===== src/rtl/prod_pkg.sv =====
// Shared definitions for the burst producer: FSM state encoding, default LFSR seed
// and the helper that maps a raw LFSR byte into an inclusive [lo, hi] range.
package prod_pkg;

   typedef enum logic [1:0] {
      ST_IDLE    = 2'd0,
      ST_PRODUCE = 2'd1,
      ST_WAIT    = 2'd2
   } state_e;

   localparam logic [15:0] DEFAULT_SEED = 16'hACE1;

   function automatic logic [7:0] pick_in_range(input logic [7:0] raw, input int lo, input int hi);
      int v;
      v = lo + (int'(raw) % (hi - lo + 1));
      return v[7:0];
   endfunction

endpackage


===== src/rtl/lfsr16.sv =====
// 16-bit Fibonacci LFSR, taps 16,14,13,11, shifting right one step every clock.
module lfsr16 (
   input  logic        clk,
   input  logic        rst_b,
   input  logic [15:0] seed,
   output logic [15:0] out
);

   logic w_fb;

   // Tap n of the polynomial sits at bit (16-n) of a right-shifting register.
   assign w_fb = out[0] ^ out[2] ^ out[3] ^ out[5];

   always_ff @(posedge clk or negedge rst_b) begin
      if (!rst_b) out <= seed;
      else        out <= {w_fb, out[15:1]};
   end

endmodule


===== src/rtl/prod_gen.sv =====
// Burst producer: emits bursts of random length separated by random idle gaps,
// with counter or LFSR payload, honouring consumer backpressure.
module prod_gen
   import prod_pkg::*;
#(
   parameter int          DATA_W  = 8,
   parameter int          MODE    = 0,
   parameter int          LEN_MIN = 3,
   parameter int          LEN_MAX = 5,
   parameter int          GAP_MIN = 1,
   parameter int          GAP_MAX = 4,
   parameter logic [15:0] SEED    = DEFAULT_SEED
) (
   input  logic              clk,
   input  logic              rst_b,
   input  logic              en,
   input  logic              rdy,
   output logic              val,
   output logic [DATA_W-1:0] data,
   output logic              last,
   output logic [15:0]       bursts
);

   localparam logic [15:0] SEED_EFF = (SEED == 16'h0000) ? DEFAULT_SEED : SEED;

   if (DATA_W < 1 || DATA_W > 16 || (MODE != 0 && MODE != 1) ||
       LEN_MIN < 1 || LEN_MIN > LEN_MAX || LEN_MAX > 255 ||
       GAP_MIN < 0 || GAP_MIN > GAP_MAX || GAP_MAX > 255) begin : g_param_check
      $error("prod_gen: illegal parameter combination");
   end

   state_e      r_state;
   logic [7:0]  r_len;
   logic [7:0]  r_beat;
   logic [7:0]  r_gap;

   logic [15:0] w_lfsr;
   logic [7:0]  w_len_next;
   logic [7:0]  w_gap_next;
   logic        w_xfer;
   logic        w_xfer_last;
   logic        w_burst_slot;
   logic        w_start;

   lfsr16 u_lfsr (
      .clk   (clk),
      .rst_b (rst_b),
      .seed  (SEED_EFF),
      .out   (w_lfsr)
   );

   assign w_len_next  = pick_in_range(w_lfsr[7:0],  LEN_MIN, LEN_MAX);
   assign w_gap_next  = pick_in_range(w_lfsr[15:8], GAP_MIN, GAP_MAX);
   assign w_xfer      = (r_state == ST_PRODUCE) && val && rdy;
   assign w_xfer_last = w_xfer && (r_beat == r_len);

   // Edges at which a new burst may begin: idle (or any stray encoding), the final
   // gap cycle, or the last beat itself when the drawn gap is zero.
   assign w_burst_slot = ((r_state != ST_PRODUCE) && (r_state != ST_WAIT))
                       || ((r_state == ST_WAIT) && (r_gap == 8'd1))
                       || (w_xfer_last && (w_gap_next == 8'd0));
   assign w_start      = w_burst_slot && en;

   // NOTE: every output is a flop updated with <= so all of them change together
   // on the edge and no consumer ever sees a combinational glitch from rdy or en.
   always_ff @(posedge clk or negedge rst_b) begin
      if (!rst_b) begin
         r_state <= ST_IDLE;
         r_len   <= '0;
         r_beat  <= '0;
         r_gap   <= '0;
         val     <= 1'b0;
         last    <= 1'b0;
         data    <= '0;
         bursts  <= '0;
      end else begin
         if (w_start) begin
            r_state <= ST_PRODUCE;
            r_len   <= w_len_next;
            r_beat  <= 8'd1;
            val     <= 1'b1;
            last    <= (w_len_next == 8'd1);
         end else if (w_xfer_last && (w_gap_next != 8'd0)) begin
            r_state <= ST_WAIT;
            r_gap   <= w_gap_next;
            val     <= 1'b0;
            last    <= 1'b0;
         end else if (w_burst_slot) begin
            r_state <= ST_IDLE;
            val     <= 1'b0;
            last    <= 1'b0;
         end else if (w_xfer) begin
            r_beat  <= r_beat + 8'd1;
            last    <= ((r_beat + 8'd1) == r_len);
         end else if (r_state == ST_WAIT) begin
            r_gap   <= r_gap - 8'd1;
         end

         if (w_xfer_last) bursts <= bursts + 16'd1;

         if (MODE == 0) begin
            if (w_xfer) data <= data + DATA_W'(1);
         end else begin
            if (w_start || (w_xfer && !w_xfer_last)) data <= w_lfsr[DATA_W-1:0];
         end
      end
   end

endmodule


===== config.mk =====
export PLATFORM = sky130hd
export DESIGN_NAME = prod_gen
export DESIGN_NICKNAME = d
export VERILOG_FILES = /design/src/rtl/prod_pkg.sv /design/src/rtl/lfsr16.sv /design/src/rtl/prod_gen.sv
export SDC_FILE = /design/constraint.sdc
export NUM_CORES = 1
export LEC_CHECK = 0
export CAP_MARGIN = 30
export CELL_PAD_IN_SITES_DETAIL_PLACEMENT = 1
export CELL_PAD_IN_SITES_GLOBAL_PLACEMENT = 1
export CORE_ASPECT_RATIO = 1.5
export CORE_MARGIN = 1
export CORE_UTILIZATION = 40
export DETAILED_ROUTE_END_ITERATION = 8
export PLACE_DENSITY = 0.7
export RECOVER_POWER = 100
export SKIP_CTS_REPAIR_TIMING = 1
export SYNTH_ARGS = -nofsm -noshare
export SYNTH_HDL_FRONTEND = slang
export SYNTH_SLANG_ARGS = --single-unit

===== constraint.sdc =====
create_clock -name clk -period 19.4 [get_ports clk]
set_clock_uncertainty 0.15 [all_clocks]
set_input_delay 3.88 -clock clk [delete_from_list [all_inputs] [get_ports clk]]
set_output_delay 3.88 -clock clk [all_outputs]
set_load 0.03 [all_outputs]

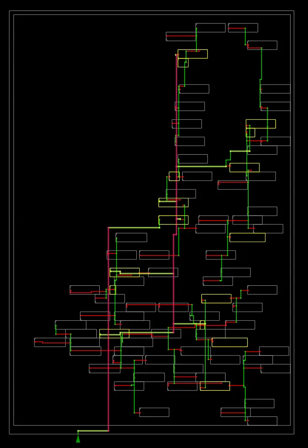
Run 1: clock wiring as the flow saved it
clock latency on the worst-skew pair: 0.34 ns
Num CTS Buffers: 9

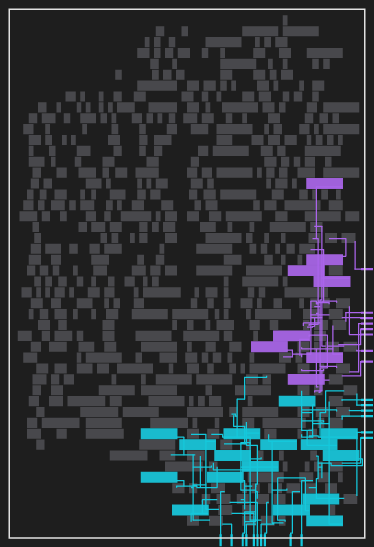
Run 1: nets reached from selected ports
Drawn at 4 px/um.
legend:
  cyan:
    port: `bursts`
    direction: output
    edge: 10 bottom, 6 right
    end_cells: 16
    buffers: 16
    wire: 646 um
  purple:
    port: `data`
    direction: output
    edge: right
    end_cells: 8
    buffers: 8
    wire: 324 um
I/O pin count: 30
IO buf count: 29

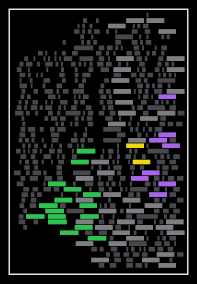
Run 1: sequential cells colored by netlist name
Drawn at 2 px/um. Other sequential cells in the stronger gray, the rest of the logic in the fainter gray.
legend:
  purple:
    signal: `data`
    sequential_cells: 8
    where: middle right
  yellow:
    signal: `r_state`
    sequential_cells: 2
  green:
    signal: `u_lfsr.out`
    sequential_cells: 16
register area: 0.00169 mm2
Util after Layout: 0.468
fraction of area in registers: 0.328
P_seq: 193 uW

-- run 1: layout make-up --
| cell class | count | area, um2 |
|---|---|---|
| Fill cell | 1281 | 5850 |
| Multi-Input combinational cell | 378 | 2590 |
| Sequential cell | 67 | 1690 |
| Timing Repair Buffer | 34 | 308 |
| Clock buffer | 10 | 229 |
| Tap cell | 147 | 184 |
| Clock inverter | 6 | 90.1 |
| Inverter | 15 | 56.3 |
-- run 1: kinds of logic (layout without fill, tap and decap cells) --
logic type / Yosys count / after routing
and+or+nand+nor: 190 / 190
AOI/OAI and AO/OA: 104 / 104
xor gates and xnor gates: 65 / 65
adders and majority gates: 10 / 10
buffers and inverters: 40 / 65
muxes: 9 / 9
DFF: 67 / 67
-- run 1: worst min path at each step --
| stage | from | end | slack (ns) | depth (start not counted) |
|---|---|---|---|---|
| final | u_lfsr.out[12]$_DFF_PN0_ | u_lfsr.out[11]$_DFF_PN1_ | 0.20 | 0 |
| after detailed placement | u_lfsr.out[12]$_DFF_PN0_ | u_lfsr.out[11]$_DFF_PN1_ | 0.19 | 0 |
| after CTS | u_lfsr.out[12]$_DFF_PN0_ | u_lfsr.out[11]$_DFF_PN1_ | 0.21 | 0 |
| after global placement | u_lfsr.out[14]$_DFF_PN0_ | u_lfsr.out[13]$_DFF_PN1_ | 0.19 | 0 |
| after floorplan | u_lfsr.out[12]$_DFF_PN0_ | u_lfsr.out[11]$_DFF_PN1_ | 0.18 | 0 |
| after global routing | u_lfsr.out[11]$_DFF_PN1_ | u_lfsr.out[10]$_DFF_PN1_ | 0.21 | 0 |
-- run 1: stage by stage --
stage | power (mW) | utilization | hold slack, ns
6_report | 0.512 | 0.468 | 0.202
5_1_grt | 0.542 | 0.468 | 0.215
4_1_cts | 0.526 | 0.473 | 0.207
3_5_place_dp | 0.347 | 0.444 | 0.193
3_3_place_gp | 0.338 | 0.444 | 0.191
2_1_floorplan | 0.289 | - | 0.183
-- run 1: cells in the mapped netlist (3+ instances only) --
master,instances,area share
buf_2,5,0.0056
xnor2_1,41,0.080
o211ai_1,3,0.0050
nand4_1,15,0.021
o31ai_2,4,0.011
a31oi_1,7,0.0097
nor4_1,4,0.0056
nor2b_1,5,0.0070
nor3_1,14,0.016
nand2b_1,3,0.0042
ha_1,10,0.028
inv_1,14,0.012
o31ai_1,4,0.0067
a211oi_1,5,0.0084
dfrtp_1,59,0.33
mux2_2,5,0.013
nor2_1,38,0.032
or3_1,3,0.0042
nand2_1,41,0.034
nand3_1,25,0.028
o21a_1,3,0.0050
a21o_1,3,0.0050
a21oi_1,16,0.018
or2_2,4,0.0056
clkbuf_1,16,0.013
o21ai_0,22,0.025
and3_1,14,0.019
or2b_1,3,0.0050
xor2_1,24,0.047
dfstp_2,8,0.047
-- run 1: layer usage --
layer | vias to the layer above | track usage | share of wire
li1 | 1796 | - | -
met1 | 1861 | 0.244 | 0.40
met3 | 21 | 0.0301 | 0.016
met2 | 50 | 0.398 | 0.56
met5 | - | 0 | 0
met4 | 0 | 0.0896 | 0.026
-- run 1: sequential cells by signal, summed over array words and instances, names as in the netlist --
name and count:
bursts 16, u_lfsr.out 16, data 8, r_beat 8
r_gap 8, r_len 8, r_state 2, last 1
==> out/results.ini, run 1 <==
[critical_path]
cp-end-kind = register
path_common_cell = ha_1
max_stage_delay_ns = 0.84
required_ns = 19.45
path_depth = 22
r2r_slack_ns = 11.36
r2r_end = last$_DFFE_PN0P_
crit_chain = clkbuf_1 -> clkinv_1 -> o22ai_1 -> nor3_1 -> o31ai_2 -> nand3_1 -> mux2_2 -> ha_1 -> nor2_1 -> o221a_2 -> nand2_1 -> a41oi_1 -> xnor2_1 -> ha_1 -> or2_2 -> o32ai_1 -> nand2_1 -> xnor2_1 -> ha_1 -> nor3_1 -> a22oi_1 -> o41ai_1
critPathTopFamily = AND-OR/OR-AND gates
start_kind = register
cp.arrival_ns = 8.10
crit_path_end = last$_DFFE_PN0P_

[logic_synthesis]
ys_cells = 485
synth-simple-area-share = 0.223
synthXorXnorAreaFrac = 0.127
netlist_area_mm2 = 0.00449
synth_seq_share = 0.375
ff_type = dfrtp_1
compound_area_frac = 0.186
async_flop_share = 1.00
yosysChipArea_mm2 = 0.00449
synth_warnings = 0
floorplan.nets = 499
mux_area_frac = 0.0228
postSynthCellCount = 485
edf_count = 0

[power_and_ir_drop]
pg_clk_uw = 174
p_seq_frac = 0.378
p_int_uw = 333
ir_drop_mv = 0.0390
clkPwrFrac = 0.339
power_leader = registers
power_switching_uw = 179

[run]
warnings = 27
drv.max_cap_violation_count = 1

[cts]
cts_tree = done
cts_root_buffer = clkbuf_16
clk_path_buf_depth = 2
cts_num_sinks = 67
clkTransAtPathRegs_ns = 0.05

[final_timing]
setup_violations = 0
finalClockPeriodUsage = 0.415
tns_ns = 0
setup_slack_ns = 11.36
relSlewSlack = -1.35
fmax_ghz = 0.124
maxSlewViolCount = 68

[global_routing]
overflow = 0
antenna_found_initial = 0
grt_pass1_vias = 3931
grt_max_degree = 68
grt_pass1_wl_um = 19700
grt_usage = 0.217

[placed_design]
gp_congestion = 0.864
place_inst = 641
dpl_worst_slack_ns = 12.47

[layout]
fin_nets = 519
final_cell_count_no_fill = 657
layout_top_cells = dfrtp_1 (59), nand2_1 (41), xnor2_1 (41)
antenna_cells = 0
drive_above_1_share = 0.0941

[floorplanning]
chipArea_mm2 = 0.0117
core_area_mm2 = 0.0110
die_h_um = 132
initial_core_util = 0.408

[outcome]
violations = max-capacitance violations, max-slew violations
outcome = complete, but fails checks

[route]
avgRoutedWirePerCell_um = 17.7
vias = 3728
post_drt_via_cell_ratio = 5.67

==> run 1 -> run 2 <==
==> constraint.sdc (replaced) <==
create_clock -name clk -period 7.8 [get_ports clk]
set_clock_uncertainty 0.15 [all_clocks]
set_input_delay 1.56 -clock clk [delete_from_list [all_inputs] [get_ports clk]]
set_output_delay 1.56 -clock clk [all_outputs]
set_load 0.03 [all_outputs]
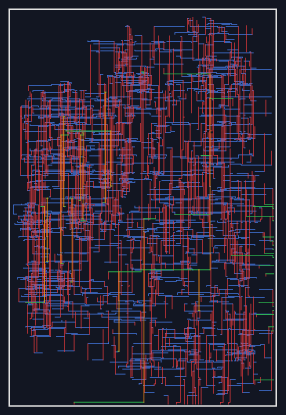
Run 2: routed metal, one color a layer
Drawn at 3 px/um.
legend:
  red:
    layer: M2
    wire_length: 6170 um
  blue:
    layer: M1
    wire_length: 4620 um
  orange:
    layer: M4
    wire_length: 426 um
  green:
    layer: M3
    wire_length: 202 um
Tot GR Track Use: 0.213
Post-Route WL: 11400 um
routed length per placed instance: 17.4 um
detailed-route via count: 3720

==> out/results.ini, run 2 <==
[logic_synthesis]
async_flop_share = 1.00
post-synth-top-count-cell = dfrtp_1
netlist_area_mm2 = 0.00449
ff_type = dfrtp_1
synth.avg_cell_area_um2 = 9.26
postSynthCellCount = 485
synthTopCellsByCount = dfrtp_1 (59), nand2_1 (41), xnor2_1 (41)
synth_flops = 67
topCellsByArea = dfrtp_1 (33%), xnor2_1 (8.0%), dfstp_2 (4.7%)
ys_cells = 485
floorplan.nets = 499
yosysTopAreaCellShare = 0.329
edf_count = 0
yosysChipArea_mm2 = 0.00449
synth_seq_share = 0.375
synth_warnings = 0
largest_area_cell = dfrtp_1
synth.distinct_cells = 80

[floorplanning]
die_h_um = 132
chipArea_mm2 = 0.0117
io_pins = 30
initial_core_util = 0.408
die-width_um = 88.5
row_count = 47
core_area_mm2 = 0.0110

[layout]
area_growth_syn_to_layout_pct = 14.7
lay_top_count = dfrtp_1
antenna_cells = 0
fin_util = 0.469
layout_top_cells = dfrtp_1 (59), nand2_1 (41), xnor2_1 (41)
final_cell_count_no_fill = 657
largestRegisters = bursts (16), u_lfsr.out (16)
fin_nets = 519
drive_above_1_share = 0.104

[final_timing]
finalClockPeriodUsage = 0.892
grt_setup_unrepaired = false
worst_pin_slew_ns = 3.52
relSlewSlack = -1.34
post-route-min-period_ns = 6.96
fmax_ghz = 0.144
hold_violations = 0
holdWs_ns = 0.207
tns_ns = 0
setup_violations = 0
maxSlewViolCount = 68

[run]
drv.max_cap_violation_count = 1
warnings = 27

[critical_path]
r2r_end = last$_DFFE_PN0P_
crit_chain = ha_1 -> nand3b_1 -> and3_1 -> nor3_1 -> o31ai_2 -> nand3_1 -> mux2_2 -> ha_1 -> nor2_1 -> o221a_2 -> nand2_1 -> a41oi_2 -> xnor2_1 -> ha_1 -> or2_2 -> o32ai_4 -> nand2_1 -> xnor2_1 -> ha_1 -> nor3_1 -> a22oi_1 -> o41ai_1
slowest_stage = dfstp_2
r2r_slack_ns = 0.84
crit_type = reg2reg
critPathTopFamily = simple AND/OR/NAND/NOR gates
path_common_cell = ha_1
path_buffers = 0
critPathLaunch = u_lfsr.out[7]$_DFF_PN1_
cp.arrival_ns = 7.04
start_kind = register
required_ns = 7.88
max_stage_delay_ns = 0.73
cp-end-kind = register
cp_max_fo = 20

[route]
post_drt_via_cell_ratio = 5.66
drtIter0Drc = 98
antenna_left = 0
dr.pass1.iters = 4
drc_errors = 0

[power_and_ir_drop]
p_seq_frac = 0.385
power.share.switching = 0.375
power_switching_uw = 465
p_leak_nw = 2.21
cellPowerDensity_mw_per_mm2 = 241
power_mw = 1.24
clkPwrFrac = 0.325
power_frac_comb = 0.290
p_int_uw = 775
ir_drop_mv = 0.0989

[outcome]
violations = max-capacitance violations, max-slew violations
outcome = complete, but fails checks

[cts]
cts_root_buffer = clkbuf_16
clk_latency_ns = 0.34
cts_num_sinks = 67
clk_path_buf_depth = 2
numCtsBuffers = 9
cts_tree = done
htreeDepth = 3
clkTransAtPathRegs_ns = 0.06

[placed_design]
port_buffers = 29
gp_congestion = 0.902
place_inst = 641
dpl.hpwl_um = 8560

[global_routing]
grt_pass1_vias = 3946
grt_max_degree = 68
antenna_found_initial = 0
grt_pass1_wl_um = 19400
overflow = 0

[worst_hold_path]
worstHoldEndpoint = u_lfsr.out[13]$_DFF_PN1_
hp-start = u_lfsr.out[14]$_DFF_PN0_
hold_depth = 0
hold_class = reg2reg

==> run 2: cell counts after synthesis <==
No cell type changed its count.
==> run 2: how the worst max path moves through the flow <==
stage | endpoint | slack (ns) | depth (start not counted)
after detailed placement | last$_DFFE_PN0P_ | 0.93 | 22
after global placement | last$_DFFE_PN0P_ | 1.24 | 22
final | last$_DFFE_PN0P_ | 0.84 | 22
after global routing | last$_DFFE_PN0P_ | 0.21 | 22
after CTS | last$_DFFE_PN0P_ | 0.91 | 22
after floorplan | last$_DFFE_PN0P_ | 1.45 | 26
==> run 2: final cells by class <==
class	instances	area [um2]
flip-flops and latches	67	1690
fillers	1276	5840
repair buffers	34	308
multi-input cells	378	2620
clock inverters	7	76.3
clock buffers	9	225
inverters	15	56.3
well taps	147	184
==> run 2: stage by stage <==
| stage | setup WS, ns | area (um2) |
|---|---|---|
| floorplan | 1.45 | 4490 |
| global placement | 1.24 | 4880 |
| detailed placement | 0.934 | 4880 |
| CTS | 0.912 | 5180 |
| global route | 0.205 | 5150 |
| finish | 0.840 | 5150 |
==> run 2: cell families (layout without fill, tap and decap cells) <==
logic type,Yosys count,in the layout,synth area share
and+or+nand+nor,190,190,0.223
AOI/OAI and AO/OA,104,104,0.186
DFF,67,67,0.375
xor gates and xnor gates,65,65,0.127
buffers and inverters,40,65,0.0382
adders and majority gates,10,10,0.0279
muxes,9,9,0.0228
==> run 2: power by group through the flow <==
stage	clock (mW)	combinational, mW	sequential (mW)
finish	0.403	0.360	0.477
global route	0.430	0.400	0.489
CTS	0.414	0.383	0.480
detailed placement	0	0.376	0.486
global placement	0	0.362	0.482
floorplan	0	0.194	0.526
==> run 2: routing by layer <==
metal  share of wire  global-route usage  vias to the layer above  routed length [um]
met1            0.40               0.241                     1840                4620
met4           0.037               0.105                        0                 425
li1                -                   -                     1800                   -
met5               0                   0                        -                   0
met3           0.018              0.0288                       29                 202
met2            0.54               0.382                       51                6170
Power is estimated from default activity; no workload was simulated.
